--- config.mk ---
export PLATFORM = sky130hd
export DESIGN_NAME = uart_tx_wrapper
export DESIGN_NICKNAME = d
export VERILOG_FILES = /design/src/rtl/uart_tx_wrapper_pkg.sv /design/src/rtl/tx_word_fifo.sv /design/src/rtl/uart_tx_wrapper.sv
export SDC_FILE = /design/constraint.sdc
export NUM_CORES = 1
export LEC_CHECK = 0
export ABC_AREA = 0
export ABC_CLOCK_PERIOD_IN_PS = 6600
export CELL_PAD_IN_SITES_DETAIL_PLACEMENT = 1
export CELL_PAD_IN_SITES_GLOBAL_PLACEMENT = 1
export CORE_UTILIZATION = 55
export CTS_CLUSTER_DIAMETER = 80
export CTS_CLUSTER_SIZE = 30
export DETAILED_ROUTE_END_ITERATION = 8
export GPL_TIMING_DRIVEN = 0
export PLACE_DENSITY = 0.95
export SYNTH_ARGS = -nofsm -noshare
export SYNTH_HDL_FRONTEND = slang
export SYNTH_HIERARCHICAL = 1
export SYNTH_SLANG_ARGS = --single-unit
--- constraint.sdc ---
create_clock -name clk -period 6.6 [get_ports clk]
set_clock_uncertainty 0.05 [all_clocks]
set_input_delay 1.32 -clock clk [delete_from_list [all_inputs] [get_ports clk]]
set_output_delay 1.32 -clock clk [all_outputs]
set_load 0.02 [all_outputs]
--- src/rtl/uart_tx_wrapper_pkg.sv ---
// Shared types and constants for the UART word transmitter.
package uart_tx_wrapper_pkg;

    typedef enum logic [1:0] {
        IDLE,
        START,
        DATA,
        STOP
    } uart_tx_state_type;

    localparam int UART_BITS_PER_FRAME = 10;
    localparam int UART_BYTES_PER_WORD = 4;

endpackage

--- src/rtl/tx_word_fifo.sv ---
// Word FIFO between the push handshake and the serializer.
module tx_word_fifo #(
    parameter int FIFO_DEPTH = 4,
    parameter int WIDTH      = 32
) (
    input  logic                        clk,
    input  logic                        reset_n,
    input  logic                        push,
    input  logic                        pop,
    input  logic [WIDTH-1:0]            din,
    output logic [WIDTH-1:0]            dout,
    output logic [$clog2(FIFO_DEPTH):0] count,
    output logic                        full,
    output logic                        empty
);

    localparam int AW = $clog2(FIFO_DEPTH);
    localparam int CW = AW + 1;

    logic [WIDTH-1:0] r_mem [FIFO_DEPTH];
    logic [AW-1:0]    r_wptr;
    logic [AW-1:0]    r_rptr;
    logic [CW-1:0]    r_count;
    logic             w_do_push;
    logic             w_do_pop;

    assign full      = (r_count == CW'(FIFO_DEPTH));
    assign empty     = (r_count == '0);
    assign count     = r_count;
    assign dout      = r_mem[r_rptr];
    assign w_do_push = push && !full;
    assign w_do_pop  = pop && !empty;

    // Storage carries no reset; only the pointers define validity.
    always_ff @(posedge clk) begin
        if (w_do_push) begin
            r_mem[r_wptr] <= din;
        end
    end

    always_ff @(posedge clk or negedge reset_n) begin
        if (!reset_n) begin
            r_wptr  <= '0;
            r_rptr  <= '0;
            r_count <= '0;
        end else begin
            if (w_do_push) begin
                r_wptr <= r_wptr + 1'b1;
            end
            if (w_do_pop) begin
                r_rptr <= r_rptr + 1'b1;
            end
            case ({w_do_push, w_do_pop})
                2'b10:   r_count <= r_count + 1'b1;
                2'b01:   r_count <= r_count - 1'b1;
                default: r_count <= r_count;
            endcase
        end
    end

endmodule

--- src/rtl/uart_tx_wrapper.sv ---
// 8N1 UART transmitter sending buffered 32-bit words, LSB byte first.
module uart_tx_wrapper
    import uart_tx_wrapper_pkg::*;
#(
    parameter int CLKS_PER_BIT = 868,
    parameter int FIFO_DEPTH   = 4
) (
    input  logic        clk,
    input  logic        reset_n,
    input  logic [31:0] data_in,
    input  logic        data_valid,
    output logic        data_ready,
    output logic        io_tx,
    output logic        busy,
    output logic [15:0] words_sent
);

    localparam int BW = (CLKS_PER_BIT > 1) ? $clog2(CLKS_PER_BIT) : 1;
    localparam int CW = $clog2(FIFO_DEPTH) + 1;
    localparam logic [BW-1:0] BAUD_LAST = BW'(CLKS_PER_BIT - 1);
    localparam logic [1:0]    BYTE_LAST = 2'(UART_BYTES_PER_WORD - 1);

    uart_tx_state_type r_state;
    uart_tx_state_type w_state_nxt;
    logic [BW-1:0]     r_baud;
    logic [BW-1:0]     w_baud_nxt;
    logic [2:0]        r_bit;
    logic [2:0]        w_bit_nxt;
    logic [1:0]        r_byte_idx;
    logic [1:0]        w_byte_nxt;
    logic [31:0]       r_shift;
    logic [31:0]       w_shift_nxt;
    logic              r_tx;
    logic              w_tx_nxt;
    logic [15:0]       r_words_sent;
    logic [15:0]       w_words_nxt;

    logic              w_push;
    logic              w_pop;
    logic              w_full;
    logic              w_empty;
    logic              w_bit_end;
    logic              w_last_stop;
    logic [31:0]       w_fifo_dout;
    logic [CW-1:0]     w_count;

    tx_word_fifo #(
        .FIFO_DEPTH (FIFO_DEPTH),
        .WIDTH      (32)
    ) u_fifo (
        .clk     (clk),
        .reset_n (reset_n),
        .push    (w_push),
        .pop     (w_pop),
        .din     (data_in),
        .dout    (w_fifo_dout),
        .count   (w_count),
        .full    (w_full),
        .empty   (w_empty)
    );

    assign data_ready  = !w_full;
    assign w_push      = data_valid && data_ready;
    assign w_bit_end   = (r_baud == BAUD_LAST);
    assign w_last_stop = (r_state == STOP) && w_bit_end
                         && (r_byte_idx == BYTE_LAST);
    assign w_pop       = !w_empty
                         && ((r_state == IDLE) || w_last_stop);

    assign io_tx      = r_tx;
    assign busy       = (w_count != '0) || (r_state != IDLE);
    assign words_sent = r_words_sent;

    always_comb begin
        w_state_nxt = r_state;
        w_baud_nxt  = r_baud;
        w_bit_nxt   = r_bit;
        w_byte_nxt  = r_byte_idx;
        w_shift_nxt = r_shift;
        w_tx_nxt    = r_tx;
        w_words_nxt = r_words_sent;

        if (r_state != IDLE) begin
            w_baud_nxt = w_bit_end ? '0 : r_baud + 1'b1;
        end

        unique case (r_state)
            IDLE: begin
                if (w_pop) begin
                    w_state_nxt = START;
                    w_shift_nxt = w_fifo_dout;
                    w_byte_nxt  = '0;
                    w_bit_nxt   = '0;
                    w_baud_nxt  = '0;
                    w_tx_nxt    = 1'b0;
                end
            end
            START: begin
                if (w_bit_end) begin
                    w_state_nxt = DATA;
                    w_bit_nxt   = '0;
                    w_tx_nxt    = r_shift[0];
                end
            end
            DATA: begin
                // The word shifts right as a whole, so the next byte
                // lands in [7:0] once all eight bits are out.
                if (w_bit_end) begin
                    w_shift_nxt = r_shift >> 1;
                    if (r_bit == 3'd7) begin
                        w_state_nxt = STOP;
                        w_tx_nxt    = 1'b1;
                    end else begin
                        w_bit_nxt = r_bit + 1'b1;
                        w_tx_nxt  = r_shift[1];
                    end
                end
            end
            STOP: begin
                if (w_bit_end) begin
                    if (r_byte_idx != BYTE_LAST) begin
                        w_state_nxt = START;
                        w_byte_nxt  = r_byte_idx + 1'b1;
                        w_bit_nxt   = '0;
                        w_tx_nxt    = 1'b0;
                    end else begin
                        w_words_nxt = r_words_sent + 1'b1;
                        if (w_pop) begin
                            w_state_nxt = START;
                            w_shift_nxt = w_fifo_dout;
                            w_byte_nxt  = '0;
                            w_bit_nxt   = '0;
                            w_tx_nxt    = 1'b0;
                        end else begin
                            w_state_nxt = IDLE;
                        end
                    end
                end
            end
            default: begin
                w_state_nxt = IDLE;
            end
        endcase
    end

    always_ff @(posedge clk or negedge reset_n) begin
        if (!reset_n) begin
            r_state      <= IDLE;
            r_baud       <= '0;
            r_bit        <= '0;
            r_byte_idx   <= '0;
            r_shift      <= '0;
            r_tx         <= 1'b1;
            r_words_sent <= '0;
        end else begin
            r_state      <= w_state_nxt;
            r_baud       <= w_baud_nxt;
            r_bit        <= w_bit_nxt;
            r_byte_idx   <= w_byte_nxt;
            r_shift      <= w_shift_nxt;
            r_tx         <= w_tx_nxt;
            r_words_sent <= w_words_nxt;
        end
    end

endmodule
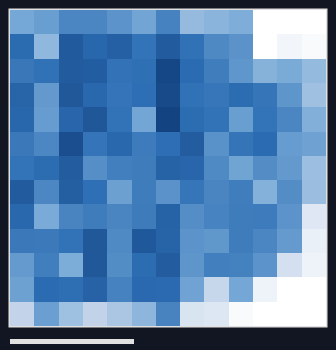
*Cell density map, run 1*
Scale bar: 50 um. The die is cut into 13 by 13 equal tiles; white is low, dark blue is high, 0 to 100% covered.
24% of the tiles are over 75% full. The emptiest ninth of the die: bottom right. The fullest tile reaches 93%. 5.3% of the tiles are nearly empty.
fin util: 0.6467
Core ar.: 15260 sq um
FP Util: 0.5675

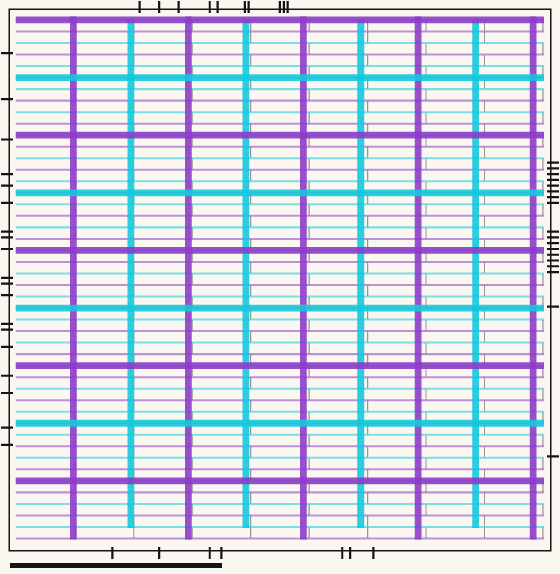
*Floorplan with the power grid, run 1*
Scale bar: 50 um. Pins as bars on the die edge. Tap cells in gray.
Purple stands for VSS. Cyan stands for VDD.
46 met1 rails follow the rows. 54 signal pins sit on the boundary. 211 tap cells.
Die H: 127.5 um
Die X: 127.5 um
peak supply drop: 0.0003868 V

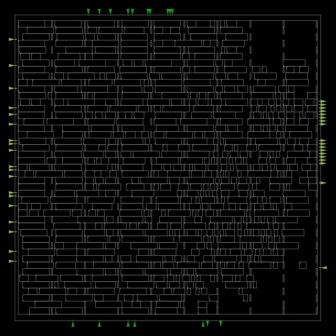
*Placement view, run 1*
sequential cell area share: 0.5748
# rows: 45
flop count: 201
n_taps: 211
Finished Layout Cells: 803

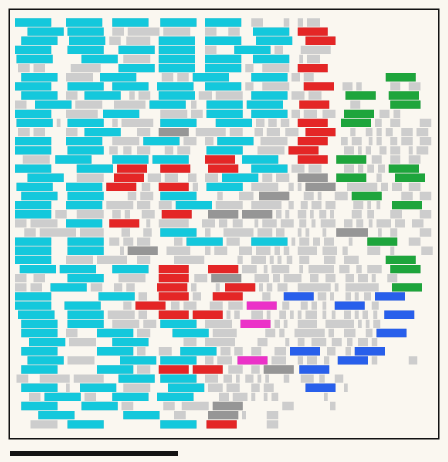
*Sequential cells colored by netlist name, run 1*
Scale bar: 50 um. Other sequential cells in the stronger gray, the rest of the logic in the fainter gray.
Magenta stands for `u_fifo/count`, flops 3. Blue stands for `r_baud`, flops 10, where bottom right. Green stands for `words_sent`, flops 16. Red stands for `r_shift`, flops 32. Cyan stands for `u_fifo/r_mem`, flops 128.
Another 12 sequential cells are not colored.
Reg area: 5672 sq um
Seq group: 0.00176 W

## run 1: cells in the mapped netlist (2+ instances only)
master,n,area [sq um]
buf_6,5,56.30
o31ai_1,2,15.01
edfxtp_1,128,3844
o221a_1,2,22.52
or2_2,3,18.77
inv_1,15,56.30
a22o_1,8,70.07
a21o_1,2,15.01
o221a_2,29,326.6
a31oi_1,3,18.77
mux4_2,28,630.6
buf_2,16,80.08
nand3b_1,33,247.7
xor2_1,6,52.55
or3b_1,2,17.52
nand2_1,21,78.83
xnor2_1,16,140.1
o21ai_0,5,25.02
nor4_1,3,18.77
ha_1,15,187.7
buf_12,3,60.06
and3_1,3,18.77
nor3_1,9,45.04
nand3_1,12,60.06
nand2b_1,3,18.77
o211ai_1,2,15.01
mux2_2,6,67.56
a21oi_1,2,10.01
nand4_1,9,56.30
nor2_1,16,60.06
dfrtp_1,72,1802
nor2b_1,2,12.51
and2_1,6,37.54
a31o_2,2,17.52
mux4_1,4,105.1
## run 1: critical path: cells and delay by family, from the launching register on
family / cells / cell delay [ns]
flip-flops: 1 / 0.48
buffers and inverters: 3 / 0.94
AND/OR/NAND/NOR: 1 / 0.61
adder cells (fa/ha/maj): 1 / 0.21
## run 1: worst max path at each step
stage                           from                  to  cells after the start
after floorplan           data_valid  u_fifo/r_mem[0][0]                      3
after detailed placement  r_state[0]                busy                      5
after global routing      r_state[0]                busy                      5
after CTS                 r_state[0]                busy                      5
after global placement       reset_n         r_shift[17]                      1
final                     r_state[0]                busy                      5
## run 1: per-layer routing
| layer | GRT usage | wire length (um) | part of all wire | vias to the layer above |
|---|---|---|---|---|
| met2 | 0.4626 | 10090 | 0.53 | 136 |
| met3 | 0.03099 | 850 | 0.045 | 47 |
| li1 | - | - | - | 2184 |
| met4 | 0.09454 | 614 | 0.032 | 0 |
| met5 | 0 | 0 | 0 | - |
| met1 | 0.2920 | 7341 | 0.39 | 2602 |
## run 1: sequential cells by signal, summed over array words and instances (netlist names)
name           flops
u_fifo/r_rptr      2
r_shift           32
r_state            2
r_baud            10
r_bit              3
u_fifo/r_mem     128
io_tx              1
u_fifo/count       3
u_fifo/r_wptr      2
r_byte_idx         2
words_sent        16
## run 1: through the flow
step                hold WS [ns]  utilization  std cells  worst slack, ns  power (W)
finish                    0.4268       0.6467        803            2.504   0.003858
global route              0.4503       0.6467        803            2.430   0.004017
CTS                       0.4378       0.6467        803            2.489   0.003877
detailed placement        0.4231       0.6198        783            3.011   0.003037
global placement          0.4146       0.6196        783            1.794   0.002929
floorplan                 0.4271            -        519            3.669   0.002659
## run 1: cell families after synthesis
family          after synthesis
simple gates                132
flops                       201
compound gates               67
xor+xnor                     22
buf+inv                      42
fa+ha+maj                    16
mux                          39
## run 1: cell type report
cell class / count / share of cell area
sequential: 201 / 0.5748
multi-input combinational: 276 / 0.2762
timing repair buffer: 53 / 0.05351
clock buffer: 15 / 0.03373
tap: 211 / 0.02676
buffer: 27 / 0.02143
clock inverter: 5 / 0.007862
inverter: 15 / 0.005706
==> flow_summary.ini, run 1 <==
; yosys + openroad results
[run_status]
outcome = completed

[logic_synthesis]
netlist_area_sq_um = 8660
syn_area_per_cell_sq_um = 16.69
synth_cell_type_count = 61
edf_count = 128
ys_area_sq_um = 8660

[worst_setup_path]
end_kind = primary output
worstPathCellList = inv_1 -> ha_1 -> buf_2 -> or4b_2 -> clkdlybuf4s50_1
required_ns = 5.23
cpMaxStageDelayCell = or4b_2
path_max_fanout = 10

[global_route]
grt_pass1_vias = 5417

[final_timing]
drv_slew = 0
setup_viol = 0
fmax_ghz = 0.2441

[cells_and_area]
final_cell_mix = edfxtp_1, dfrtp_1, clkdlybuf4s50_1, nand3b_1, o221a_2
final-comb-area_sq_um = 2725
final_nets = 637

[placement]
port_buffers = 53
dp_hpwl_mm = 12.26

[clock_network]
htree_levels = 1
clockBufferDepth = 3

[detailed_routing]
drtIter0Drc = 345

[power]
netSwitchingFraction = 0.3248
clkPwrFrac = 0.214

[worst_hold_path]
hp-start = words_sent[15]
## Run 2: what changed since run 1
--- a/config.mk
+++ b/config.mk
@@ -6,15 +6,15 @@
 export NUM_CORES = 1
 export LEC_CHECK = 0
 export ABC_AREA = 0
-export ABC_CLOCK_PERIOD_IN_PS = 6600
+export ABC_CLOCK_PERIOD_IN_PS = 4100
 export CELL_PAD_IN_SITES_DETAIL_PLACEMENT = 1
 export CELL_PAD_IN_SITES_GLOBAL_PLACEMENT = 1
-export CORE_UTILIZATION = 55
+export CORE_UTILIZATION = 51
 export CTS_CLUSTER_DIAMETER = 80
 export CTS_CLUSTER_SIZE = 30
 export DETAILED_ROUTE_END_ITERATION = 8
 export GPL_TIMING_DRIVEN = 0
-export PLACE_DENSITY = 0.95
+export PLACE_DENSITY = 0.92
 export SYNTH_ARGS = -nofsm -noshare
 export SYNTH_HDL_FRONTEND = slang
 export SYNTH_HIERARCHICAL = 1
==> constraint.sdc (replaced) <==
create_clock -name clk -period 4.1 [get_ports clk]
set_clock_uncertainty 0.05 [all_clocks]
set_input_delay 0.82 -clock clk [delete_from_list [all_inputs] [get_ports clk]]
set_output_delay 0.82 -clock clk [all_outputs]
set_load 0.02 [all_outputs]
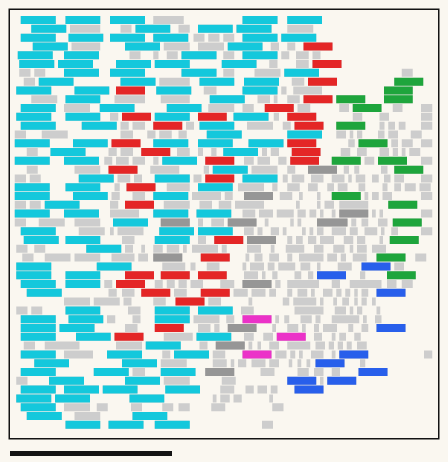
*Sequential cells colored by netlist name, run 2*
Scale bar: 50 um. Other sequential cells in the stronger gray, the rest of the logic in the fainter gray.
Red stands for `r_shift`, flops 32. Cyan stands for `u_fifo/r_mem`, flops 128. Green stands for `words_sent`, flops 16. Magenta stands for `u_fifo/count`, flops 3. Blue stands for `r_baud`, flops 10, where bottom right.
sequential cell area share: 0.5775
fin util: 0.5922
Seq group: 0.00282 W

==> flow_summary.ini, run 2 <==
; yosys + openroad results
[run_status]
outcome = completed

[placement]
dpl_worst_slack_ns = 0.9892

[logic_synthesis]
netlist_area_sq_um = 8660
synth.most_common_cell = edfxtp_1
edf_count = 128
yosysTopAreaCell = edfxtp_1
ys_top_cells_by_count = edfxtp_1, dfrtp_1, nand3b_1

[die]
row_count = 47
fp_util = 0.5222
fp.dieH_um = 132.3
core_area_sq_um = 16580
die_width_um = 132.3

[clock_network]
htree_levels = 1
clockBufferDepth = 3

[power]
total_power_w = 0.006098

[final_timing]
drv_slew = 0
setup_viol = 0
hold-worst-slack_ns = 0.4422

[cells_and_area]
largest_register = u_fifo/r_mem
final-comb-area_sq_um = 2725
largest_register_ffs = 128

[worst_setup_path]
path_max_fanout = 10

[detailed_routing]
drtIter0Drc = 331

[global_route]
grt_pass1_vias = 5465
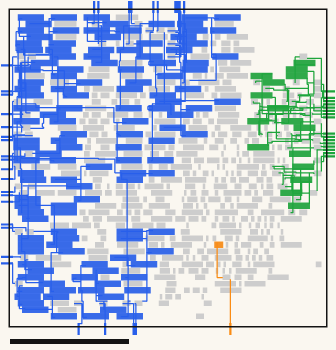
*Wires at chosen ports, followed through buffers, run 2*
Scale bar: 50 um.
Orange stands for `busy`, bits 1, direction output, edge bottom, end cells 1, buffers 1, wire 36.1 um. Green stands for `words_sent`, bits 16, direction output, edge right, end cells 16, buffers 16, wire 672 um. Blue stands for `data_in`, bits 32, direction input, edge 18 left, 10 top, 4 bottom, end cells 128, buffers 32, wire 1830 um.
number of I/O port buffers: 53
# IOs: 54

==> run 2: cell counts after synthesis <==
No cell type changed its count.
==> run 2: path summary, 6_finish.rpt <==
check | depth (start not counted) | from | slack, ns | to
hold reg to reg | 1 | words_sent[15] | 0.44 | words_sent[15]
setup / recovery | 5 | r_state[0] | 0.55 | busy
max in group asynchronous | 1 | reset_n | 2.94 | r_shift[14]
setup reg to reg | 13 | r_state[0] | 0.95 | u_fifo/count[2]
hold / removal | 1 | words_sent[15] | 0.44 | words_sent[15]
min in group asynchronous | 1 | reset_n | 0.46 | r_baud[4]
==> run 2: cells by family after synthesis <==
family / count (synthesis)
xor gates and xnor gates: 22
muxes: 39
and+or+nand+nor: 132
buffers and inverters: 42
AOI/OAI and AO/OA: 67
adders and majority gates: 16
DFF: 201
==> run 2: routing by layer <==
metal,global-route usage,vias up,part of all wire
li1,-,2172,-
met1,0.2809,2542,0.41
met3,0.02345,25,0.034
met4,0.05300,0,0.018
met2,0.4159,106,0.54
met5,0,-,0
==> run 2: critical path, stage by stage, from the launching register on <==
cell,delay [ns]
dfrtp_1,0.46
inv_1,0.13
ha_1,0.20
buf_2,0.25
or4b_2,0.62
clkdlybuf4s50_1,0.57
==> run 2: metrics by stage <==
stage / std cells / TNS [ns] / utilization / area, sq um
finish: 809 / 0 / 0.5922 / 9821
global route: 809 / 0 / 0.5922 / 9821
CTS: 809 / 0 / 0.5922 / 9821
detailed placement: 792 / 0 / 0.5709 / 9468
global placement: 792 / -18.80 / 0.5708 / 9465
floorplan: 519 / 0 / - / 8660
==> run 2: layout make-up <==
class                   instances  area share
multi-input cells             276      0.2775
well taps                     220     0.02803
clock buffers                  12     0.02841
clock inverters                 5    0.007517
inverters                      15    0.005733
repair buffers                 53     0.05376
plain buffers                  27     0.02153
flip-flops and latches        201      0.5775
==> run 2: power breakdown <==
group          total, W  internal, W  switching (W)  leakage, nW
combinational   0.00204     0.000959        0.00108         1.25
clock           0.00124     0.000580       0.000660        0.165
sequential      0.00282      0.00261       0.000205         2.01
Power figures rest on the tool's default switching activity, not on a simulated workload.
